placed.png
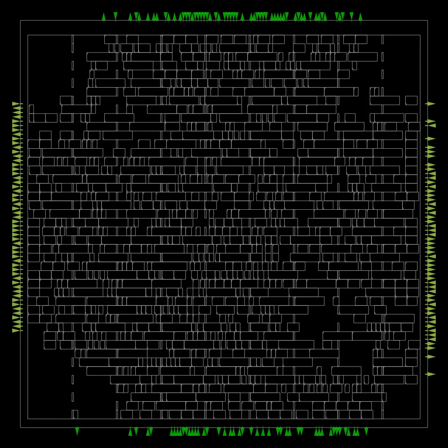
layers.png
(3 px per µm) Only two layers are drawn.
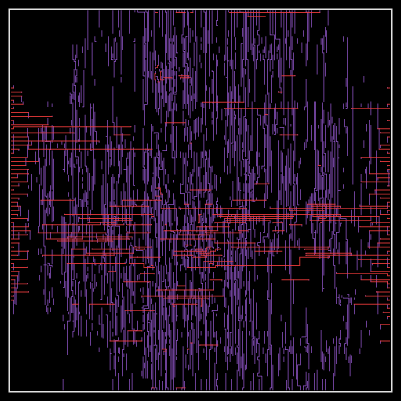
<file path="config.mk">
export PLATFORM = sky130hd
export DESIGN_NAME = lsu_mem_path
export DESIGN_NICKNAME = d
export VERILOG_FILES = /design/src/rtl/cpu_defs_pkg.sv /design/src/rtl/lsu_lane_align.sv /design/src/rtl/lsu_mem_path.sv
export SDC_FILE = /design/constraint.sdc
export NUM_CORES = 1
export LEC_CHECK = 0
export CORE_MARGIN = 2
export CORE_UTILIZATION = 49
export CTS_CLUSTER_SIZE = 25
export DETAILED_ROUTE_END_ITERATION = 7
export GPL_TIMING_DRIVEN = 1
export PLACE_DENSITY = 0.88
export SETUP_SLACK_MARGIN = 0.15
export SYNTH_ARGS = -nofsm -noshare
export SYNTH_HDL_FRONTEND = slang
export SYNTH_HIERARCHICAL = 1
export SYNTH_SLANG_ARGS = --single-unit
</file>
<file path="constraint.sdc">
create_clock -name clk -period 5.47 [get_ports clk]
set_input_delay 1.094 -clock clk [delete_from_list [all_inputs] [get_ports clk]]
set_output_delay 1.094 -clock clk [all_outputs]
set_load 0.005 [all_outputs]
</file>
<file path="src/rtl/cpu_defs_pkg.sv">
// cpu_defs_pkg: shared access-size, error and LSU state encodings for the CPU core
package cpu_defs_pkg;
  localparam logic [1:0] SIZE_B = 2'b00, SIZE_H = 2'b01, SIZE_W = 2'b10, SIZE_D = 2'b11;
  localparam logic [1:0] ERR_OK = 2'b00, ERR_MISAL = 2'b01, ERR_TIMEOUT = 2'b10;
  typedef enum logic [1:0] {S_IDLE, S_RD, S_WR, S_RESP} lsu_state_e;
  function automatic logic misaligned(input logic [1:0] size, input logic [2:0] a, input int data_w);
    return (size == SIZE_D && data_w == 32) || |(a & 3'((4'd1 << size) - 4'd1));
  endfunction
endpackage

</file>
<file path="src/rtl/lsu_lane_align.sv">
// lsu_lane_align: little-endian lane extract/extend for loads and lane merge for sub-word stores
module lsu_lane_align
  import cpu_defs_pkg::*;
#(
  parameter int DATA_W = 32,
  localparam int NB = DATA_W / 8,
  localparam int OW = $clog2(NB)
) (
  input  logic [1:0]        size_i,
  input  logic              sgn_i,
  input  logic [OW-1:0]     off_i,
  input  logic [DATA_W-1:0] rword_i,
  input  logic [DATA_W-1:0] wdata_i,
  output logic [DATA_W-1:0] ld_o,
  output logic [DATA_W-1:0] mg_o
);
  logic [DATA_W-1:0] sh, ws, m;
  logic [NB-1:0] bm;
  assign sh = rword_i >> {off_i, 3'b000};
  assign ws = wdata_i << {off_i, 3'b000};
  assign bm = NB'((32'd1 << (32'd1 << size_i)) - 32'd1) << off_i;
  for (genvar i = 0; i < NB; i++) begin : g_lane
    assign m[8*i +: 8] = {8{bm[i]}};
  end
  always_comb begin
    ld_o = size_i == SIZE_B ? (sgn_i ? DATA_W'($signed(sh[7:0]))  : DATA_W'(sh[7:0]))  :
           size_i == SIZE_H ? (sgn_i ? DATA_W'($signed(sh[15:0])) : DATA_W'(sh[15:0])) :
           size_i == SIZE_W ? (sgn_i ? DATA_W'($signed(sh[31:0])) : DATA_W'(sh[31:0])) : sh;
    mg_o = (rword_i & ~m) | (ws & m);
  end
endmodule

</file>
<file path="src/rtl/lsu_mem_path.sv">
// lsu_mem_path: load/store unit between datapath and MIO bus with RMW sub-word stores.
// Define LSU_TIMEOUT_EN to abort accesses after TO_CYC cycles without MIO_ready.
module lsu_mem_path
  import cpu_defs_pkg::*;
#(
  parameter int DATA_W = 32,
  parameter int ADDR_W = 32,
  parameter int TO_CYC = 255
) (
  input  logic              clk,
  input  logic              rst,
  input  logic              req_valid,
  output logic              req_ready,
  input  logic              req_we,
  input  logic [1:0]        req_size,
  input  logic              req_signed,
  input  logic [ADDR_W-1:0] req_addr,
  input  logic [DATA_W-1:0] req_wdata,
  output logic              resp_valid,
  output logic [DATA_W-1:0] resp_rdata,
  output logic [1:0]        resp_err,
  output logic              mem_req,
  output logic              mem_we,
  output logic [ADDR_W-1:0] M_addr,
  output logic [DATA_W-1:0] data_out,
  input  logic              MIO_ready,
  input  logic [DATA_W-1:0] data2CPU
);
  localparam int NB = DATA_W / 8;
  localparam int OW = $clog2(NB);
  lsu_state_e state_q, state_d;
  logic we_q, sgn_q, accept, bad, full, busy, to_hit;
  logic [1:0] size_q, err_q;
  logic [ADDR_W-1:0] addr_q;
  logic [DATA_W-1:0] wdata_q, data_out_q, rdata_q, ld_data, mg_data;
  assign accept = state_q == S_IDLE && req_valid;
  assign bad = misaligned(req_size, req_addr[2:0], DATA_W);
  assign full = req_size == (DATA_W == 64 ? SIZE_D : SIZE_W);
  assign busy = state_q == S_RD || state_q == S_WR;
`ifdef LSU_TIMEOUT_EN
  localparam int CW = $clog2(TO_CYC + 1);
  logic [CW-1:0] cnt_q;
  assign to_hit = busy && !MIO_ready && cnt_q == CW'(TO_CYC - 1);
  always_ff @(posedge clk or posedge rst)
    if (rst) cnt_q <= '0;
    else if (state_d != state_q && (state_d == S_RD || state_d == S_WR)) cnt_q <= '0;
    else if (busy && !MIO_ready) cnt_q <= cnt_q + 1'b1;
`else
  assign to_hit = 1'b0;
`endif
  lsu_lane_align #(.DATA_W(DATA_W)) u_align (
    .size_i (size_q),
    .sgn_i  (sgn_q),
    .off_i  (addr_q[OW-1:0]),
    .rword_i(data2CPU),
    .wdata_i(wdata_q),
    .ld_o   (ld_data),
    .mg_o   (mg_data)
  );
  always_ff @(posedge clk or posedge rst)
    if (rst) state_q <= S_IDLE;
    else state_q <= state_d;
  always_comb begin
    state_d = state_q;
    case (state_q)
      S_IDLE:  if (req_valid) state_d = bad ? S_RESP : (req_we && full) ? S_WR : S_RD;
      S_RD:    if (MIO_ready) state_d = we_q ? S_WR : S_RESP;
               else if (to_hit) state_d = S_RESP;
      S_WR:    if (MIO_ready || to_hit) state_d = S_RESP;
      default: state_d = S_IDLE;
    endcase
  end
  always_comb begin
    req_ready  = state_q == S_IDLE;
    resp_valid = state_q == S_RESP;
    mem_req    = busy;
    mem_we     = state_q == S_WR;
    M_addr     = {addr_q[ADDR_W-1:OW], OW'(0)};
    data_out   = data_out_q;
    resp_rdata = rdata_q;
    resp_err   = err_q;
  end
  // rdata is cleared at accept so stores and errors respond with zero
  always_ff @(posedge clk or posedge rst)
    if (rst) begin
      we_q       <= 1'b0;
      sgn_q      <= 1'b0;
      size_q     <= SIZE_B;
      addr_q     <= '0;
      wdata_q    <= '0;
      data_out_q <= '0;
      rdata_q    <= '0;
      err_q      <= ERR_OK;
    end else if (accept) begin
      we_q       <= req_we;
      sgn_q      <= req_signed;
      size_q     <= req_size;
      addr_q     <= req_addr;
      wdata_q    <= req_wdata;
      data_out_q <= req_wdata;
      rdata_q    <= '0;
      err_q      <= bad ? ERR_MISAL : ERR_OK;
    end else if (state_q == S_RD && MIO_ready) begin
      if (we_q) data_out_q <= mg_data;
      else rdata_q <= ld_data;
    end else if (to_hit) err_q <= ERR_TIMEOUT;
endmodule

</file>
==> qor.yml <==
layout_top_cell: "nand2_1"
sh_seq_area: 0.344
comb.multi_input.count: 576
route.detailed.drc: 0
num-nonclk-buffers: 207
die_w_um: 127
ys_sh_mux: 0.123
wl_met1_um: 8940
rrSetupSlack_ns: 2.54
cts_resized: 0
setup_viol: 0
die_height_um: 127
die_area_um2: 16100
yosys.area.top_type_share: 0.456
warning_count: 31
top_power_group: "combinational logic"
nets: 1054
worstPathCellList: "clkdlybuf4s50_1 -> and2_4 -> nor3_4 -> a22o_1"
fp_util: 0.506
inverters: 8
ys_top_logic_family: "simple AND/OR/NAND/NOR gates"
syn_avg_cell_area_um2: 9.25
synth_warnings: 6
clockRootBuffer: "clkbuf_16"
detail_route.vias_per_cell: 5.61
buf_share: 0.210
outcome: "finished clean"
cp_top_family: "simple AND/OR/NAND/NOR gates"
synth_flops: 135
cp_slowest_cell: "nor3_4"
async_flop_share: 1.00
antenna_found_initial: 0
adder_share: 0.00844
netlist_area_um2: 7410
ir_worst_vdd_v: 0.000306
min_path_cells: 2
cts_setup_buffers: 0
start_kind: "input pin"
synth_seq_share: 0.456
nClkBuffers: 19
max_stage_delay_ns: 1.03
About placed.png:
Post-Layout Cell Count: 1142
tap cell count: 184
Flop Count: 135
Filler cells: 1165

About layers.png:
M3: shown in red, wire length 1730 µm. M2: shown in purple, wire length 9370 µm.
wire per inst: 18.1 µm
routed wire length: 20700 µm
DR vias: 6402

